[config.mk]
export PLATFORM = sky130hd
export DESIGN_NAME = interrupt_controller
export DESIGN_NICKNAME = d
export VERILOG_FILES = /design/src/rtl/interrupt_controller.sv
export SDC_FILE = /design/constraint.sdc
export NUM_CORES = 1
export LEC_CHECK = 0
export ABC_AREA = 0
export CORE_ASPECT_RATIO = 0.8
export CORE_UTILIZATION = 40
export DETAILED_ROUTE_END_ITERATION = 7
export PLACE_DENSITY = 0.83
export SLEW_MARGIN = 5
export SYNTH_ARGS = -nofsm -noshare
export SYNTH_HDL_FRONTEND = slang
export SYNTH_SLANG_ARGS = --single-unit
[constraint.sdc]
create_clock -name clock -period 5.3 [get_ports clock]
set_clock_uncertainty 0.15 [all_clocks]
set_input_delay 1.06 -clock clock [delete_from_list [all_inputs] [get_ports clock]]
set_output_delay 1.06 -clock clock [all_outputs]
set_load 0.02 [all_outputs]
[src/rtl/interrupt_controller.sv]
// interrupt_controller
//   Interrupt front end for the 8051 core, sitting upstream of control_unit.
//   Synchronises the active-low peripheral requests, latches edge-mode
//   requests, arbitrates by enable and two-level priority, and runs the
//   entry sequence (push PC low, push PC high, load vector) at an
//   instruction boundary. Two nesting levels are tracked in in_service and
//   released one at a time by the RETI pop strobe.
//
//   Build option: define INT_EDGE_DETECT_EN to honour irq_edge_sel and build
//   the edge pending flops. Without it every source is level-triggered.
//
//   The "int" output of the block is named int_out because int is a
//   reserved word in SystemVerilog.
module interrupt_controller #(
  parameter int unsigned NUM_SRC       = 4,
  parameter logic [15:0] VECTOR_BASE   = 16'h0003,
  parameter logic [15:0] VECTOR_STRIDE = 16'h0008
) (
  input  logic               clock,
  input  logic               reset,
  input  logic [NUM_SRC-1:0] irq,
  input  logic [NUM_SRC-1:0] irq_edge_sel,
  input  logic               ea,
  input  logic [NUM_SRC-1:0] ie,
  input  logic [NUM_SRC-1:0] ip,
  input  logic               int_en,
  input  logic               pop_2_stack,
  input  logic [15:0]        pc_in,
  output logic               int_out,
  output logic               push_en,
  output logic [7:0]         push_data,
  output logic               pc_load,
  output logic [15:0]        pc_vector,
  output logic [1:0]         in_service
);

  localparam int unsigned IDX_W = (NUM_SRC > 1) ? $clog2(NUM_SRC) : 1;

  typedef enum logic [1:0] {
    IDLE    = 2'd0,
    PUSH_LO = 2'd1,
    PUSH_HI = 2'd2,
    VECTOR  = 2'd3
  } state_e;

  // ---------------------------------------------------------------------
  // Request synchroniser. Flops reset to 1 (request inactive) so that a
  // level-mode source does not look pending while the chain refills.
  // ---------------------------------------------------------------------
  logic [NUM_SRC-1:0] sync1_q, sync1_d;
  logic [NUM_SRC-1:0] irq_s_q, irq_s_d;

  // Next-state of the two synchroniser stages.
  always_comb begin
    sync1_d = irq;
    irq_s_d = sync1_q;
  end

  // Two-flop synchroniser registers.
  always_ff @(posedge clock or negedge reset) begin
    if (!reset) begin
      sync1_q <= '1;
      irq_s_q <= '1;
    end else begin
      sync1_q <= sync1_d;
      irq_s_q <= irq_s_d;
    end
  end

  // ---------------------------------------------------------------------
  // FSM state and latched arbitration result
  // ---------------------------------------------------------------------
  state_e             state_q, state_d;
  logic [IDX_W-1:0]   idx_q, idx_d;
  logic [15:0]        pc_q, pc_d;
  logic               lvl_q, lvl_d;
  logic [1:0]         isv_q, isv_d;
  logic               push_en_q, push_en_d;
  logic [7:0]         push_data_q, push_data_d;
  logic               pc_load_q, pc_load_d;
  logic [15:0]        pc_vector_q, pc_vector_d;

  // ---------------------------------------------------------------------
  // Pending flags
  // ---------------------------------------------------------------------
  logic [NUM_SRC-1:0] pending;

`ifdef INT_EDGE_DETECT_EN
  logic [NUM_SRC-1:0] irq_s_prev_q, irq_s_prev_d;
  logic [NUM_SRC-1:0] edge_pend_q, edge_pend_d;
  logic [NUM_SRC-1:0] vec_clr;

  // Edge flags: a 1->0 transition of irq_s sets the flag; the VECTOR cycle
  // of the serviced source clears it, but a coincident new edge wins.
  always_comb begin
    vec_clr = '0;
    if (state_q == VECTOR) vec_clr[idx_q] = 1'b1;
    irq_s_prev_d = irq_s_q;
    edge_pend_d  = (edge_pend_q & ~vec_clr) |
                   (irq_s_prev_q & ~irq_s_q & irq_edge_sel);
  end

  // Edge detector history and edge pending registers.
  always_ff @(posedge clock or negedge reset) begin
    if (!reset) begin
      irq_s_prev_q <= '1;
      edge_pend_q  <= '0;
    end else begin
      irq_s_prev_q <= irq_s_prev_d;
      edge_pend_q  <= edge_pend_d;
    end
  end

  assign pending = (irq_edge_sel & edge_pend_q) | (~irq_edge_sel & ~irq_s_q);
`else
  logic unused_edge_sel;
  assign unused_edge_sel = ^irq_edge_sel;
  assign pending = ~irq_s_q;
`endif

  // ---------------------------------------------------------------------
  // Eligibility and selection. A high-priority source may preempt only a
  // low-level handler; a low-priority source needs nothing in service.
  // ---------------------------------------------------------------------
  logic [NUM_SRC-1:0] elig, hi_elig, lo_elig, grp;
  logic [IDX_W-1:0]   win_idx;
  logic               win_lvl;
  logic               any_elig;

  // Per-source eligibility, then high group over low group, lowest index.
  always_comb begin
    for (int i = 0; i < NUM_SRC; i++) begin
      elig[i] = ea & ie[i] & pending[i] &
                (ip[i] ? ~isv_q[1] : (isv_q == 2'b00));
    end
    hi_elig  = elig & ip;
    lo_elig  = elig & ~ip;
    win_lvl  = |hi_elig;
    grp      = win_lvl ? hi_elig : lo_elig;
    any_elig = |elig;
    win_idx  = '0;
    for (int i = NUM_SRC - 1; i >= 0; i--) begin
      if (grp[i]) win_idx = IDX_W'(i);
    end
  end

  // ---------------------------------------------------------------------
  // Entry sequence. Outputs are computed for the state being entered and
  // registered, so each strobe lines up with its state cycle.
  // ---------------------------------------------------------------------
  // Next state, latched context, in-service flags and output values.
  always_comb begin
    state_d     = state_q;
    idx_d       = idx_q;
    pc_d        = pc_q;
    lvl_d       = lvl_q;
    isv_d       = isv_q;
    push_en_d   = 1'b0;
    push_data_d = 8'h00;
    pc_load_d   = 1'b0;
    pc_vector_d = 16'h0000;
    case (state_q)
      IDLE: begin
        // RETI pops are honoured only between entry sequences.
        if (pop_2_stack) begin
          if (isv_q[1]) isv_d[1] = 1'b0;
          else          isv_d[0] = 1'b0;
        end
        if (int_en && any_elig) begin
          state_d     = PUSH_LO;
          idx_d       = win_idx;
          pc_d        = pc_in;
          lvl_d       = win_lvl;
          push_en_d   = 1'b1;
          push_data_d = pc_in[7:0];
        end
      end
      PUSH_LO: begin
        state_d     = PUSH_HI;
        push_en_d   = 1'b1;
        push_data_d = pc_q[15:8];
      end
      PUSH_HI: begin
        state_d     = VECTOR;
        pc_load_d   = 1'b1;
        pc_vector_d = VECTOR_BASE + (16'(idx_q) * VECTOR_STRIDE);
      end
      VECTOR: begin
        state_d       = IDLE;
        isv_d[lvl_q]  = 1'b1;
      end
      default: state_d = IDLE;
    endcase
  end

  // FSM, latched context and registered outputs.
  always_ff @(posedge clock or negedge reset) begin
    if (!reset) begin
      state_q     <= IDLE;
      idx_q       <= '0;
      pc_q        <= 16'h0000;
      lvl_q       <= 1'b0;
      isv_q       <= 2'b00;
      push_en_q   <= 1'b0;
      push_data_q <= 8'h00;
      pc_load_q   <= 1'b0;
      pc_vector_q <= 16'h0000;
    end else begin
      state_q     <= state_d;
      idx_q       <= idx_d;
      pc_q        <= pc_d;
      lvl_q       <= lvl_d;
      isv_q       <= isv_d;
      push_en_q   <= push_en_d;
      push_data_q <= push_data_d;
      pc_load_q   <= pc_load_d;
      pc_vector_q <= pc_vector_d;
    end
  end

  assign int_out    = (state_q != IDLE);
  assign push_en    = push_en_q;
  assign push_data  = push_data_q;
  assign pc_load    = pc_load_q;
  assign pc_vector  = pc_vector_q;
  assign in_service = isv_q;

endmodule

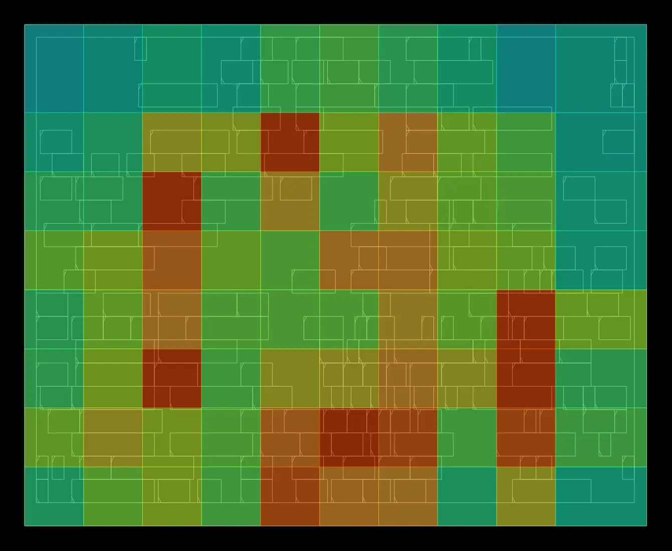
run_1/final_congestion.png
met3 global-route usage: 0.0462
met2 demand-to-capacity share in global routing: 0.282
WL/cell: 13.1 um
GRT Util Overall: 0.164

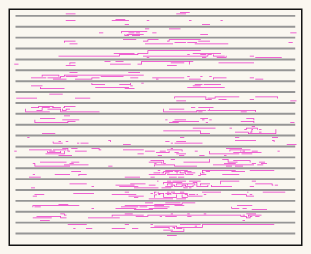
run_1/met1.png
Scale: 4 px per um. Supply wires on this layer in gray.
wire length on this layer: 1180 um
main direction: horizontal
longest straight run: 23.2 um

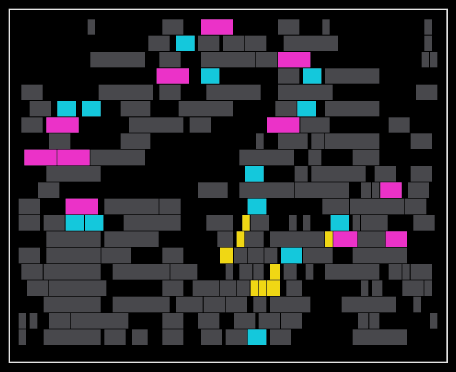
run_1/gate_families.png
Scale: 6 px per um.
legend:
  cyan:
    family: AND-OR and OR-AND gates
    cells: 13
    most_used: a22o_1
  yellow:
    family: NAND gates
    cells: 8
    most_used: nand2_1
    where: south
  magenta:
    family: multiplexers
    cells: 11
    most_used: mux2_4

==> reports/results.ini, run 1 <==
[outcome]
run_status = complete, no violations

[floorplan]
initial_utilization = 0.421
num_rows = 20
die_h_um = 58.6

[worst_setup_path]
cp-end-kind = flop
crit_path_max_fanout = 21
timing_worst_setup_path_type = in2reg

[placed_design]
dpl.hpwl_um = 2310
placedInstanceArea_sq_um = 2080

[power_and_ir_drop]
power_report.internal_total_uw = 698
pwr-share-clk = 0.200
vdd_drop_max_v = 0.000234

[synthesis]
number_of_enable_flip_flop_cells = 0

[routing]
routed_wl_um = 3010
via_per_inst = 4.78

[clocking]
cts_buffers = 5
cts_tree = built
tritoncts_num_sinks = 35

[global_route]
grt_max_degree = 36
grt_pass1_vias = 1116

[finish]
multi_input_comb_area_sq_um = 606
sequential_cell_area_sq_um = 886
diodes = 0
area_growth_pct = 36.4
finalNetCount = 215

[sta]
setup_viol_count_final = 0
worst_slew_pin_slew_ps = 943
drv_slew = 0

## run 1: layout by cell type, fill, tap and decap left out, drive strengths merged, types with 2 or more instances in the layout
master / netlist / routed
clkdlybuf4s50: 0 / 49
dfrtp: 27 / 27
conb: 1 / 12
a22o: 11 / 11
mux2: 9 / 9
dfstp: 8 / 8
clkbuf: 0 / 8
inv: 7 / 7
and2: 5 / 5
a21oi: 5 / 5
nand2: 5 / 5
ha: 4 / 4
and4bb: 4 / 4
nand2b: 2 / 2
mux2i: 2 / 2
a22oi: 2 / 2
a31oi: 2 / 2
a21boi: 2 / 2
## run 1: worst max-delay path: stages
cell and delay (ps):
sky130_fd_sc_hd__clkdlybuf4s50_1 500, sky130_fd_sc_hd__and4bb_1 260, sky130_fd_sc_hd__a21boi_1 270, sky130_fd_sc_hd__o311a_1 830, sky130_fd_sc_hd__and3_1 320, sky130_fd_sc_hd__a22o_1 140
## run 1: cells by family (layout without fill, tap and decap cells)
group / count (synthesis) / in the layout / share of synthesized area
buffers and inverters: 24 / 65 / 0.0945
AND/OR/NAND/NOR: 22 / 22 / 0.0930
adder cells (fa/ha/maj): 4 / 4 / 0.0313
AND-OR/OR-AND: 26 / 26 / 0.131
flip-flops: 35 / 35 / 0.553
other: 1 / 12 / 0.00234
multiplexers: 11 / 11 / 0.0945
## run 1: power groups by stage
stage               clock network, uW  logic [uW]  registers [uW]
CTS                               211         406             421
detailed placement                  0         405             425
floorplan                           0         214             455
global route                      223         436             431
global placement                    0         390             415
finish                            205         402             419
## run 1: per-layer routing
metal  vias up  wire length (um)  part of all wire  GRT usage
met3        10               144             0.048     0.0462
met2        47              1600              0.53      0.282
met4         0                81             0.027      0.104
met1       533              1180              0.39      0.181
li1        510                 -                 -          -
met5         -                 0                 0          0
## run 1: cell type report
type	count	area share
clock buffer	8	0.0458
inverter	7	0.0120
multi-input combinational	75	0.277
sequential	35	0.405
tap	55	0.0315
timing repair buffer	50	0.228
## run 1: per-stage QoR
stage	utilization	hold WS [ps]	total power, uW	cells
6_report	0.574	206	1030	230
3_3_place_gp	0.548	196	805	222
4_1_cts	0.574	207	1040	230
5_1_grt	0.574	212	1090	230
2_1_floorplan	-	195	670	134
3_5_place_dp	0.548	198	829	222
## run 1: state kept, by name, summed over array words and instances (netlist names)
register,cells
pc_q,8
push_data,8
irq_s_d,4
irq_s_q,4
pc_vector,3
idx_q,2
in_service,2
state_q,2
lvl_q,1
push_en,1
## run 1: worst paths after layout
| check | end | depth (start not counted) | start | slack (ps) |
|---|---|---|---|---|
| setup / recovery | idx_q[1] | 6 | ea | 1990 |
| hold / removal | irq_s_q[1] | 0 | irq_s_d[1] | 210 |
| setup reg to reg | idx_q[1] | 5 | in_service[1] | 2730 |
| hold reg to reg | irq_s_q[1] | 0 | irq_s_d[1] | 210 |
| max in group asynchronous | irq_s_d[0] | 2 | reset | 3640 |
| min in group asynchronous | push_data[3] | 2 | reset | 1030 |
==> run 1 -> run 2 <==
--- a/config.mk
+++ b/config.mk
@@ -7,7 +7,7 @@
 export LEC_CHECK = 0
 export ABC_AREA = 0
 export CORE_ASPECT_RATIO = 0.8
-export CORE_UTILIZATION = 40
+export CORE_UTILIZATION = 38
 export DETAILED_ROUTE_END_ITERATION = 7
 export PLACE_DENSITY = 0.83
 export SLEW_MARGIN = 5
==> constraint.sdc (replaced) <==
create_clock -name clock -period 2.8 [get_ports clock]
set_clock_uncertainty 0.15 [all_clocks]
set_input_delay 0.56 -clock clock [delete_from_list [all_inputs] [get_ports clock]]
set_output_delay 0.56 -clock clock [all_outputs]
set_load 0.02 [all_outputs]
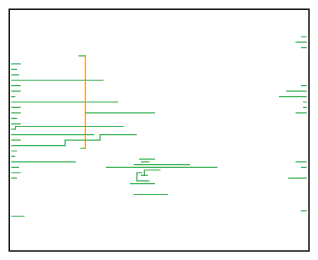
run_2/metal_stack.png
Scale: 4 px per um. Only two layers are drawn.
legend:
  green:
    layer: met3
    wire_length: 301 um
  orange:
    layer: met4
    wire_length: 23.1 um
WL/cell: 12.4 um
Routed Wire Length: 2860 um

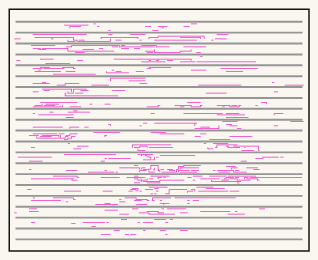
run_2/met1.png
Scale: 4 px per um. Supply wires on this layer in gray.
nets with wire on the layer: 165
wire length on this layer: 1110 um
main direction: horizontal
share of all routed wire: 39%

==> reports/results.ini, run 2 <==
[worst_setup_path]
critPathMostFrequentCell = sky130_fd_sc_hd__inv_1
crit_path_max_fanout = 6  ; -71%
worst_r2r_endpoint = idx_q[0]
crit_chain = inv_1 > ha_1 > inv_1 > clkdlybuf4s50_1
timing_worst_setup_path_type = reg2out
setup.reg_to_reg.worst_slack_ps = 680  ; -2050 ps
cpMaxStageDelayCell = sky130_fd_sc_hd__clkdlybuf4s50_1
reg2reg_from = irq_s_q[1]
cpPeakStageDelay_ps = 590  ; -240 ps
cp-end-kind = output pin
worstRegToRegCells = 6  ; +1
critical_path_buf_inv_count = 3  ; +2

[placed_design]
dpl.hpwl_um = 2170  ; -5.9%

[floorplan]
num_rows = 20  ; unchanged
initial_utilization = 0.410  ; -0.0108

[power_and_ir_drop]
vdd_drop_max_v = 0.000492  ; +110%

[hold_path]
whs_endpoint = irq_s_q[1]
hp-start = irq_s_d[1]

[outcome]
run_status = complete, no violations

[global_route]
busiest_layer = met2
grt_max_degree = 36  ; unchanged
grt_pass1_vias = 1040  ; -6.8%
globalRouteTotalUtil = 0.145  ; -0.0189
groute.layer.met3.usage = 0.0658  ; +0.0195

[sta]
drv_slew = 0  ; unchanged

[finish]
layout.cells.most_common_list = sky130_fd_sc_hd__clkdlybuf4s50_1 (49), sky130_fd_sc_hd__dfrtp_1 (27), sky130_fd_sc_hd__conb_1 (12)
finalNetCount = 216  ; +0.47%
final_core_utilization = 0.568  ; -0.00639
fin_cells = 231  ; +0.43%

[routing]
via_per_inst = 4.67  ; -2.4%

[clocking]
cts_buffers = 5  ; unchanged
cts_tree = built

[synthesis]
number_of_enable_flip_flop_cells = 0  ; unchanged

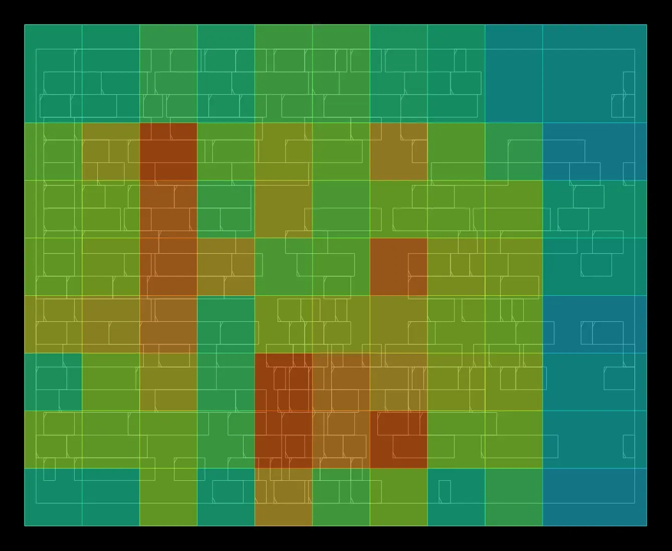
run_2/final_congestion.png
met1 Usage GRT: 0.166
met2 demand-to-capacity share in global routing: 0.242

run 2: routing by layer:
layer	wire length (um)	part of all wire
met1	1110	0.39
met2	1420	0.50
met3	301	0.11
met4	23	0.0081
met5	0	0
run 2: kinds of logic after synthesis:
| group | share of synthesized area |
|---|---|
| AND-OR/OR-AND | 0.131 |
| adder cells (fa/ha/maj) | 0.0313 |
| buffers and inverters | 0.0945 |
| flip-flops | 0.553 |
| multiplexers | 0.0945 |
| other | 0.00234 |
| AND/OR/NAND/NOR | 0.0930 |
run 2: final cells by class:
cell class	count	area, sq um	share of cell area
Tap cell	55	68.8	0.0310
Timing Repair Buffer	51	518	0.234
Clock buffer	5	68.8	0.0310
Multi-Input combinational cell	75	606	0.273
Sequential cell	35	886	0.400
Inverter	7	26.3	0.0119
Clock inverter	3	43.8	0.0198
run 2: report_power, final:
group | switching [uW] | internal, uW
Combinational | 343 | 421
Sequential | 108 | 681
Clock | 175 | 265
Total | 626 | 1370
run 2: how the worst max path moves through the flow:
stage / start / end / depth (start not counted)
floorplan: ea / pc_q[10] / 5
global placement: ea / idx_q[0] / 7
detailed placement: ea / idx_q[0] / 7
CTS: state_q[0] / int_out / 4
global route: state_q[0] / int_out / 4
finish: state_q[0] / int_out / 4
run 2: through the flow:
step / setup WS [ps] / cell area, sq um / hold WS (ps)
after floorplan: 786 / 1640 / 114
after CTS: 382 / 2220 / 208
final: 403 / 2220 / 206
after detailed placement: 145 / 2100 / 197
after global routing: 300 / 2220 / 213
after global placement: 190 / 2100 / 196
run 2: worst register-to-register path, delay by kind of cell, from the launching register on:
family          cells  cell delay (ps)
compound gates      3              780
buf+inv             1              170
flops               1              520
simple gates        2              400
==> run 2 -> run 3 <==
--- a/config.mk
+++ b/config.mk
@@ -9,6 +9,7 @@
 export CORE_ASPECT_RATIO = 0.8
 export CORE_UTILIZATION = 38
 export DETAILED_ROUTE_END_ITERATION = 7
+export GPL_ROUTABILITY_DRIVEN = 0
 export PLACE_DENSITY = 0.83
 export SLEW_MARGIN = 5
 export SYNTH_ARGS = -nofsm -noshare
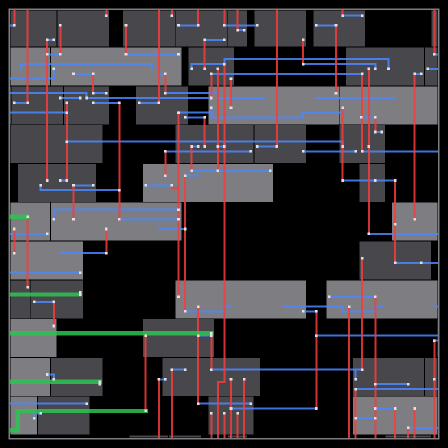
run_3/zoom.png
Region (22, 27) to (52, 57) um. Cells in gray, sequential cells in the stronger gray; small squares are vias.
legend:
  red:
    layer: met2
  blue:
    layer: met1
  green:
    layer: met3
sequential cells in the window: 9
most frequent: clkdlybuf4s50_1 (12), dfrtp_1 (9), a22o_1 (4)
cells with their middle in the window: 35
netlist names of flops here include: pc_q (3), push_data (3), state_q (2)

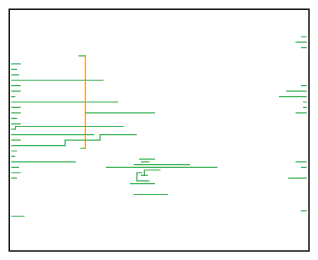
run_3/metal_stack.png
Scale: 4 px per um. Only two layers are drawn.
legend:
  green:
    layer: met3
    wire_length: 301 um
  orange:
    layer: met4
    wire_length: 23.1 um

==> reports/results.ini, run 3 <==
[global_route]
grt_pass1_vias = 1040  ; unchanged
grt_max_degree = 36  ; unchanged
globalRouteTotalUtil = 0.145  ; unchanged
globalRouteOverflowTotal = 0

[finish]
final_core_utilization = 0.568  ; unchanged
finalNetCount = 216  ; unchanged
layout.cells.most_common_list = sky130_fd_sc_hd__clkdlybuf4s50_1 (49), sky130_fd_sc_hd__dfrtp_1 (27), sky130_fd_sc_hd__conb_1 (12)

[outcome]
run_status = complete, no violations

[power_and_ir_drop]
vdd_drop_max_v = 0.000492  ; unchanged
power.static_leakage_uw = 0.000996
post_layout_power_uw = 1990

[routing]
detail_route.wl_per_cell_um = 12.4  ; unchanged
routed_wl_um = 2860  ; unchanged

[worst_setup_path]
cpPeakStageDelay_ps = 590  ; about the same
setup.reg_to_reg.worst_slack_ps = 680  ; about the same
worst_setup_path_startpoint = state_q[0]
reg2reg_from = irq_s_q[1]
crit_chain = inv_1 > ha_1 > inv_1 > clkdlybuf4s50_1
cp-end-kind = output pin
worstRegToRegCells = 6  ; unchanged
critPathMostFrequentCell = sky130_fd_sc_hd__inv_1
worst_r2r_endpoint = idx_q[0]
cpMaxStageDelayCell = sky130_fd_sc_hd__clkdlybuf4s50_1

[floorplan]
num_rows = 20  ; unchanged
initial_utilization = 0.410  ; unchanged

[synthesis]
number_of_enable_flip_flop_cells = 0  ; unchanged

[placed_design]
dpl.hpwl_um = 2170  ; unchanged

[clocking]
cts_tree = built
cts_buffers = 5  ; unchanged
ctsHtreeMaxLevel = 2

[hold_path]
whs_endpoint = irq_s_q[1]
hp-start = irq_s_d[1]

[sta]
setup_ws_ps = 403  ; unchanged
finalClockPeriodUsage = 0.856
drv_slew = 0  ; unchanged

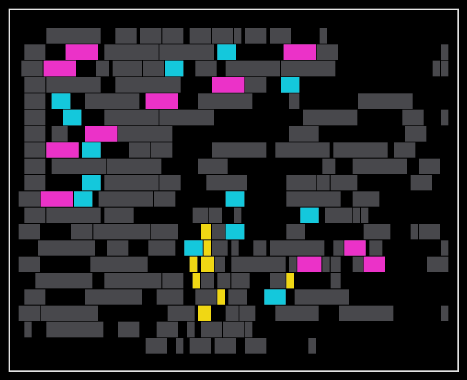
run_3/gate_families.png
Scale: 6 px per um.
legend:
  cyan:
    family: AND-OR and OR-AND gates
    cells: 13
    most_used: a22o_1
  magenta:
    family: multiplexers
    cells: 11
    most_used: mux2_4
  yellow:
    family: NAND gates
    cells: 8
    most_used: nand2_1
    where: south
Non-Filler Instances: 231
most common cell after layout, fill and taps aside: sky130_fd_sc_hd__clkdlybuf4s50_1
combinational share of cell area: 0.273

run 3: stage by stage:
stage                     cell area, sq um  hold WS, ps
after floorplan                       1640          114
final                                 2220          206
after global placement                2100          196
after CTS                             2220          208
after detailed placement              2100          197
after global routing                  2220          213
run 3: worst max path at each step:
stage	end	cells past startpoint
after detailed placement	idx_q[0]	7
after global routing	int_out	4
after CTS	int_out	4
final	int_out	4
after floorplan	pc_q[10]	5
after global placement	idx_q[0]	7
run 3: layer usage:
layer | share of wire | vias to the layer above | track usage
met2 | 0.50 | 56 | 0.242
li1 | - | 509 | -
met3 | 0.11 | 3 | 0.0658
met4 | 0.0081 | 0 | 0.0485
met5 | 0 | - | 0
met1 | 0.39 | 510 | 0.166
run 3: worst max-delay path: cells and delay by family (launching register included):
family / cells / cell delay, ps
fa+ha+maj: 1 / 280
buf+inv: 3 / 740
flops: 1 / 400
run 3: final cells by class:
cell class | count | area (sq um) | share of cell area
well taps | 55 | 68.8 | 0.0310
clock inverters | 3 | 43.8 | 0.0198
inverters | 7 | 26.3 | 0.0119
flip-flops and latches | 35 | 886 | 0.400
repair buffers | 51 | 518 | 0.234
clock buffers | 5 | 68.8 | 0.0310
multi-input cells | 75 | 606 | 0.273
run 3: where the power goes:
group | internal, uW | leakage [uW] | switching, uW
Clock | 265 | 0.0000581 | 175
Sequential | 681 | 0.000429 | 108
Combinational | 421 | 0.000509 | 343
run 3: logic make-up after synthesis:
logic type | after synthesis | synth area share
AND/OR/NAND/NOR | 22 | 0.0930
multiplexers | 11 | 0.0945
buffers and inverters | 24 | 0.0945
other | 1 | 0.00234
AND-OR/OR-AND | 26 | 0.131
flip-flops | 35 | 0.553
adder cells (fa/ha/maj) | 4 | 0.0313
Power and IR drop assume default switching activity.
